**src/rtl/mem_lsu.sv**
```systemverilog
// mem_lsu: RV32I load/store unit for the MEM stage. It accepts one access at a
// time, runs a req/gnt + rvalid handshake on the data bus, formats load data
// into mem_read_data and stalls the front of the pipe while the bus is busy.
module mem_lsu (
  input  logic        clk,
  input  logic        rst,
  input  logic        ex_mem_read,
  input  logic        ex_mem_write,
  input  logic [2:0]  ex_funct3,
  input  logic [31:0] ex_addr,
  input  logic [31:0] ex_store_data,
  output logic        dmem_req,
  output logic        dmem_we,
  output logic [31:0] dmem_addr,
  output logic [3:0]  dmem_be,
  output logic [31:0] dmem_wdata,
  input  logic        dmem_gnt,
  input  logic        dmem_rvalid,
  input  logic [31:0] dmem_rdata,
  output logic [31:0] mem_read_data,
  output logic        lsu_stall,
  output logic        lsu_fault
);

  typedef enum logic [1:0] {S_IDLE, S_REQ, S_RESP, S_DONE} state_t;

  state_t      state;
  logic        req_q;
  logic        we_q;
  logic [2:0]  funct3_q;
  logic [31:0] addr_q;
  logic [3:0]  be_q;
  logic [31:0] wdata_q;
  logic [31:0] rdata_q;

  logic        in_idle;
  logic        bad_access;
  logic        accept;

  // Illegal width codes and misaligned halfword/word addresses.
  function automatic logic access_fault(input logic rd, input logic wr,
                                        input logic [2:0] f3, input logic [1:0] off);
    logic bad;
    bad = rd & wr;
    if (rd && (f3 == 3'b011 || f3 == 3'b110 || f3 == 3'b111)) bad = 1'b1;
    if (wr && (f3 > 3'b010)) bad = 1'b1;
    if (f3[1:0] == 2'b01 && off[0]) bad = 1'b1;
    if (f3[1:0] == 2'b10 && off != 2'b00) bad = 1'b1;
    return bad;
  endfunction

  function automatic logic [3:0] store_be(input logic [1:0] size, input logic [1:0] off);
    logic [3:0] be;
    case (size)
      2'b00:   be = 4'b0001 << off;
      2'b01:   be = 4'b0011 << {off[1], 1'b0};
      default: be = 4'b1111;
    endcase
    return be;
  endfunction

  // Narrow stores are replicated across lanes; the byte enables pick the lane.
  function automatic logic [31:0] store_data(input logic [1:0] size, input logic [31:0] d);
    logic [31:0] w;
    case (size)
      2'b00:   w = {4{d[7:0]}};
      2'b01:   w = {2{d[15:0]}};
      default: w = d;
    endcase
    return w;
  endfunction

  // Lane select then sign/zero extension; funct3[2] marks the unsigned forms.
  function automatic logic [31:0] load_format(input logic [2:0] f3, input logic [1:0] off,
                                              input logic [31:0] word);
    logic [31:0]        byte_sh;
    logic [31:0]        half_sh;
    logic signed [7:0]  b;
    logic signed [15:0] h;
    logic signed [31:0] sx;
    logic [31:0]        res;
    byte_sh = word >> {off, 3'b000};
    half_sh = word >> {off[1], 4'b0000};
    b  = byte_sh[7:0];
    h  = half_sh[15:0];
    sx = 32'sd0;
    res = word;
    if (f3[1:0] == 2'b00) begin
      sx  = 32'(b);
      res = f3[2] ? {24'h0, b} : sx;
    end else if (f3[1:0] == 2'b01) begin
      sx  = 32'(h);
      res = f3[2] ? {16'h0, h} : sx;
    end
    return res;
  endfunction

  assign in_idle    = (state == S_IDLE) && !rst;
  assign bad_access = access_fault(ex_mem_read, ex_mem_write, ex_funct3, ex_addr[1:0]);
  assign accept     = in_idle && (ex_mem_read ^ ex_mem_write) && !bad_access;

  assign lsu_fault  = in_idle && (ex_mem_read || ex_mem_write) && bad_access;
  assign lsu_stall  = accept || (!rst && (state == S_REQ || state == S_RESP));

  assign dmem_req      = req_q && !rst;
  assign dmem_we       = we_q;
  assign dmem_addr     = {addr_q[31:2], 2'b00};
  assign dmem_be       = be_q;
  assign dmem_wdata    = wdata_q;
  assign mem_read_data = rdata_q;

  // Access FSM: latch on acceptance, hold the request until granted, then
  // collect load data and spend one DONE cycle before returning to IDLE.
  always_ff @(posedge clk) begin
    if (rst) begin
      state    <= S_IDLE;
      req_q    <= 1'b0;
      we_q     <= 1'b0;
      funct3_q <= 3'b000;
      addr_q   <= 32'h0;
      be_q     <= 4'h0;
      wdata_q  <= 32'h0;
      rdata_q  <= 32'h0;
    end else begin
      case (state)
        S_IDLE: begin
          if (accept) begin
            state    <= S_REQ;
            req_q    <= 1'b1;
            we_q     <= ex_mem_write;
            funct3_q <= ex_funct3;
            addr_q   <= ex_addr;
            be_q     <= store_be(ex_funct3[1:0], ex_addr[1:0]);
            wdata_q  <= store_data(ex_funct3[1:0], ex_store_data);
          end
        end
        S_REQ: begin
          if (dmem_gnt) begin
            req_q <= 1'b0;
            state <= we_q ? S_DONE : S_RESP;
          end
        end
        S_RESP: begin
          if (dmem_rvalid) begin
            rdata_q <= load_format(funct3_q, addr_q[1:0], dmem_rdata);
            state   <= S_DONE;
          end
        end
        default: state <= S_IDLE;
      endcase
    end
  end

endmodule

```
**config.mk**
```make
export PLATFORM = sky130hd
export DESIGN_NAME = mem_lsu
export DESIGN_NICKNAME = d
export VERILOG_FILES = /design/src/rtl/mem_lsu.sv
export SDC_FILE = /design/constraint.sdc
export NUM_CORES = 1
export LEC_CHECK = 0
export CAP_MARGIN = 20
export CORE_MARGIN = 1.5
export CORE_UTILIZATION = 40
export CTS_CLUSTER_DIAMETER = 50
export DETAILED_ROUTE_END_ITERATION = 16
export GPL_TIMING_DRIVEN = 1
export PLACE_DENSITY_LB_ADDON = 0.12
export SLEW_MARGIN = 40
export SYNTH_ARGS = -nofsm -noshare
export SYNTH_HDL_FRONTEND = slang
export SYNTH_SLANG_ARGS = --single-unit
```
**constraint.sdc**
```tcl
create_clock -name clk -period 2 [get_ports clk]
set_clock_uncertainty 0.15 [all_clocks]
set_input_delay 0.4 -clock clk [delete_from_list [all_inputs] [get_ports clk]]
set_output_delay 0.4 -clock clk [all_outputs]
set_load 0.02 [all_outputs]
```
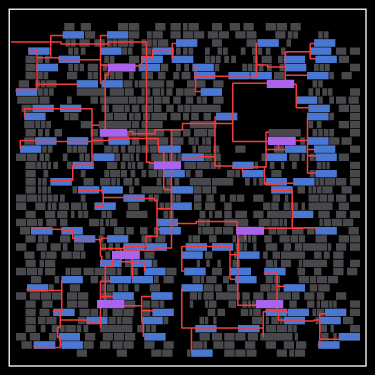
(clock distribution)
Drawn at 3 px/um.
[clock wires] red | length: 1310 um
[flip-flops] blue | count: 107
[clock-net drivers] purple | count: 9
routed clock nets: 10
flops lie: spread over the die

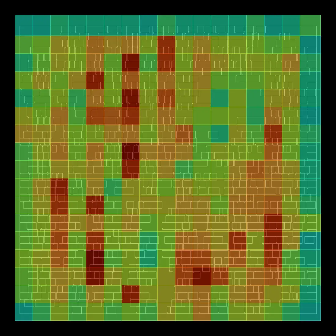
(track usage over the die)
GR Util met2: 39.4%
GRT busiest layer: met2
Routed WL per cell: 16.8 um

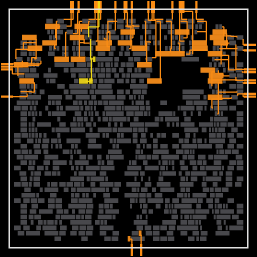
(port wiring)
Drawn at 2 px/um.
[`ex_mem_read`] yellow | bits: 1 | direction: input | end cells: 3 | wire: 44.3 um
[`dmem_addr`] orange | bits: 32 | direction: output | end cells: 32 | wire: 771 um

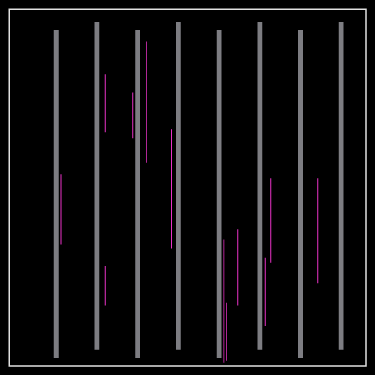
(metal 4)
Drawn at 3 px/um. Supply wires on this layer in gray.
longest straight run: 40.8 um
share of all routed wire: 1.9%
wire length on this layer: 320 um
nets with wire on the layer: 9
main direction: vertical

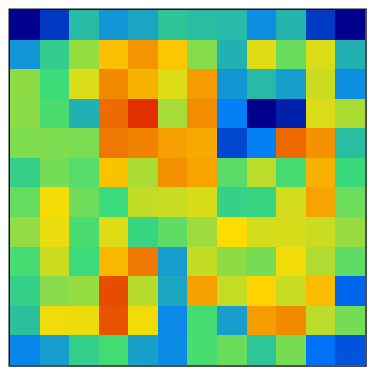
(local utilization)
Drawn at 3 px/um. The die is cut into 12 by 12 equal tiles; dark blue is low, red is high, 0 to 100% covered.
nearly empty tiles: 2.1%
mean over tiles: 57%
tiles over 75% full: 20%
emptiest ninth of the die: top right

==> impl_metrics.csv <==
group,metric,value,unit
synth,syn_area,5330,um^2
outcome,status,"complete, but fails checks",
synth,synthCells,630,
synth,simple_gate_area_share,13.9,%
clocking,clk_latency,0.35,ns
synth,ys_ff,107,
worst_setup_path,required,1.45,ns
sta,setup_violations,1,
synth,flop_cell,"dfxtp_1",
global_routing,grt_pass1_wl,26900,um
power,p_seq_share,37.4,%
synth,yosys_warnings,0,
sta,period_minus_slack,2.04,ns
global_routing,grtUsageTotal,23.6,%
clocking,ctsHoldBuffers,0,
synth,yosys_cells,630,
clocking,cts_tree,"built",
worst_setup_path,max_stage_delay,0.34,ns
sta,hold_violations,0,
placed_design,port_buffers,206,
floorplan,row_count,41,
floorplan,io_pins,209,
sta,relSlewSlack,47.8,%
power,p_per_area,774,nW/um^2
worst_setup_path,timing.rr.end,"dmem_wdata[11]$_SDFFE_PP0P_",
outcome,violations,"negative setup slack",
power,switchingPower,1800,uW
global_routing,antenna_found_initial,0,
global_routing,grt_max_degree,72,
power,swShare,28.5,%
synth,post-synth-top-area-fraction,40.2,%
synth,adder_share,1.41,%
power,power.leakage,0.00294,uW
synth,most_common_cell,"dfxtp_1",
floorplan,core_area,12800,um^2
global_routing,grt_pass1_vias,5385,
cells_and_area,drive_above_1_share,15.4,%
sta,whs,0.228,ns
global_routing,overflow,0,
worst_setup_path,worstSetupStartpoint,"state[1]$_SDFFE_PP0P_",
route,vias,5415,
worst_setup_path,crit_path_start_kind,"register",
hold_path,hold_start,"ex_mem_write",
sta,setup_ws,-0.0415,ns
==> worst max-delay path: cells and delay by family (launching register included) <==
kind / cells / cell delay, ns
flip-flops: 1 / 0.34
AND/OR/NAND/NOR: 3 / 0.34
buffers and inverters: 2 / 0.18
adder cells (fa/ha/maj): 1 / 0.15
AND-OR/OR-AND: 1 / 0.13
==> state kept, by name, indices dropped and copies added (netlist names) <==
signal	flops
dmem_we	1
dmem_wdata	32
dmem_be	4
addr_q	32
req_q	1
mem_read_data	32
state	2
funct3_q	3
==> stage by stage <==
| stage | util [%] | std cells | instance area (um^2) | total power, uW | setup TNS [ns] |
|---|---|---|---|---|---|
| finish | 63.8 | 998 | 8180 | 6330 | -0.0415 |
| global route | 63.8 | 998 | 8180 | 6610 | -0.117 |
| floorplan | - | 631 | 5420 | 3330 | -0.0596 |
| detailed placement | 60.2 | 978 | 7710 | 4140 | -64.81 |
| global placement | 60.2 | 978 | 7710 | 4100 | -58.72 |
| CTS | 63.3 | 997 | 8120 | 6320 | -0.147 |
==> logic make-up after synthesis <==
kind of cell    count (synthesis)
mux                            51
flops                         107
other cells                     1
compound gates                211
xor+xnor                        1
buf+inv                        98
simple gates                  155
fa+ha+maj                       6
==> layout by cell type (no fill, tap or decap), types with 2 or more instances in the layout <==
master,netlist,routed
dfxtp_2,0,2
nor2_4,1,2
bufinv_16,0,4
clkdlybuf4s50_1,0,195
o21a_1,8,7
ha_4,0,2
a21oi_1,83,82
mux2i_1,33,33
nand3b_1,2,2
dfxtp_1,107,105
a211oi_1,35,35
nor3_1,9,9
clkinv_2,0,2
clkbuf_16,0,9
nand3_1,52,52
o21ai_0,64,64
nand2b_1,13,13
dlygate4sd2_1,0,4
buf_4,33,59
conb_1,1,2
nand2_1,38,36
inv_2,0,3
buf_12,0,7
buf_6,1,2
buf_2,12,2
nor2_1,32,30
mux2_2,10,10
o211ai_1,9,9
mux4_2,8,8
nor2b_1,3,3
inv_1,7,4
ha_1,6,4
==> layout make-up <==
type | count | area [um^2]
fillers | 1090 | 4650
multi-input cells | 426 | 2800
repair buffers | 270 | 2630
flip-flops and latches | 107 | 2140
clock buffers | 9 | 225
well taps | 172 | 215
clock inverters | 7 | 139
inverters | 7 | 26.3
==> worst max-delay path by stage <==
stage / depth (start not counted) / endpoint
2_1_floorplan: 6 / lsu_fault
3_3_place_gp: 7 / lsu_fault
3_5_place_dp: 7 / lsu_fault
4_1_cts: 7 / lsu_fault
5_1_grt: 7 / lsu_stall
6_report: 7 / lsu_stall
==> power groups by stage <==
stage               registers [uW]  logic (uW)  clock network, uW
floorplan                     2520         814                  0
global placement              2410        1700                  0
detailed placement            2410        1720                  0
CTS                           2370        1750               2200
global route                  2390        1930               2290
finish                        2370        1790               2170
==> repair_timing <==
action,4_1_cts,5_1_grt
pin swaps,7,7
gates resized,44,15
hold endpoints to repair,0,0
cloned,0,0
setup endpoints to repair,78,71
setup buffers,4,2
==> metal layers <==
layer	part of all wire (%)	global-route usage (%)	vias up
li1	-	-	2597
met1	42	29.0	2571
met2	48	39.4	221
met3	7.6	6.71	26
met4	1.9	8.36	0
met5	0	0	-
Power is estimated from default activity; no workload was simulated.
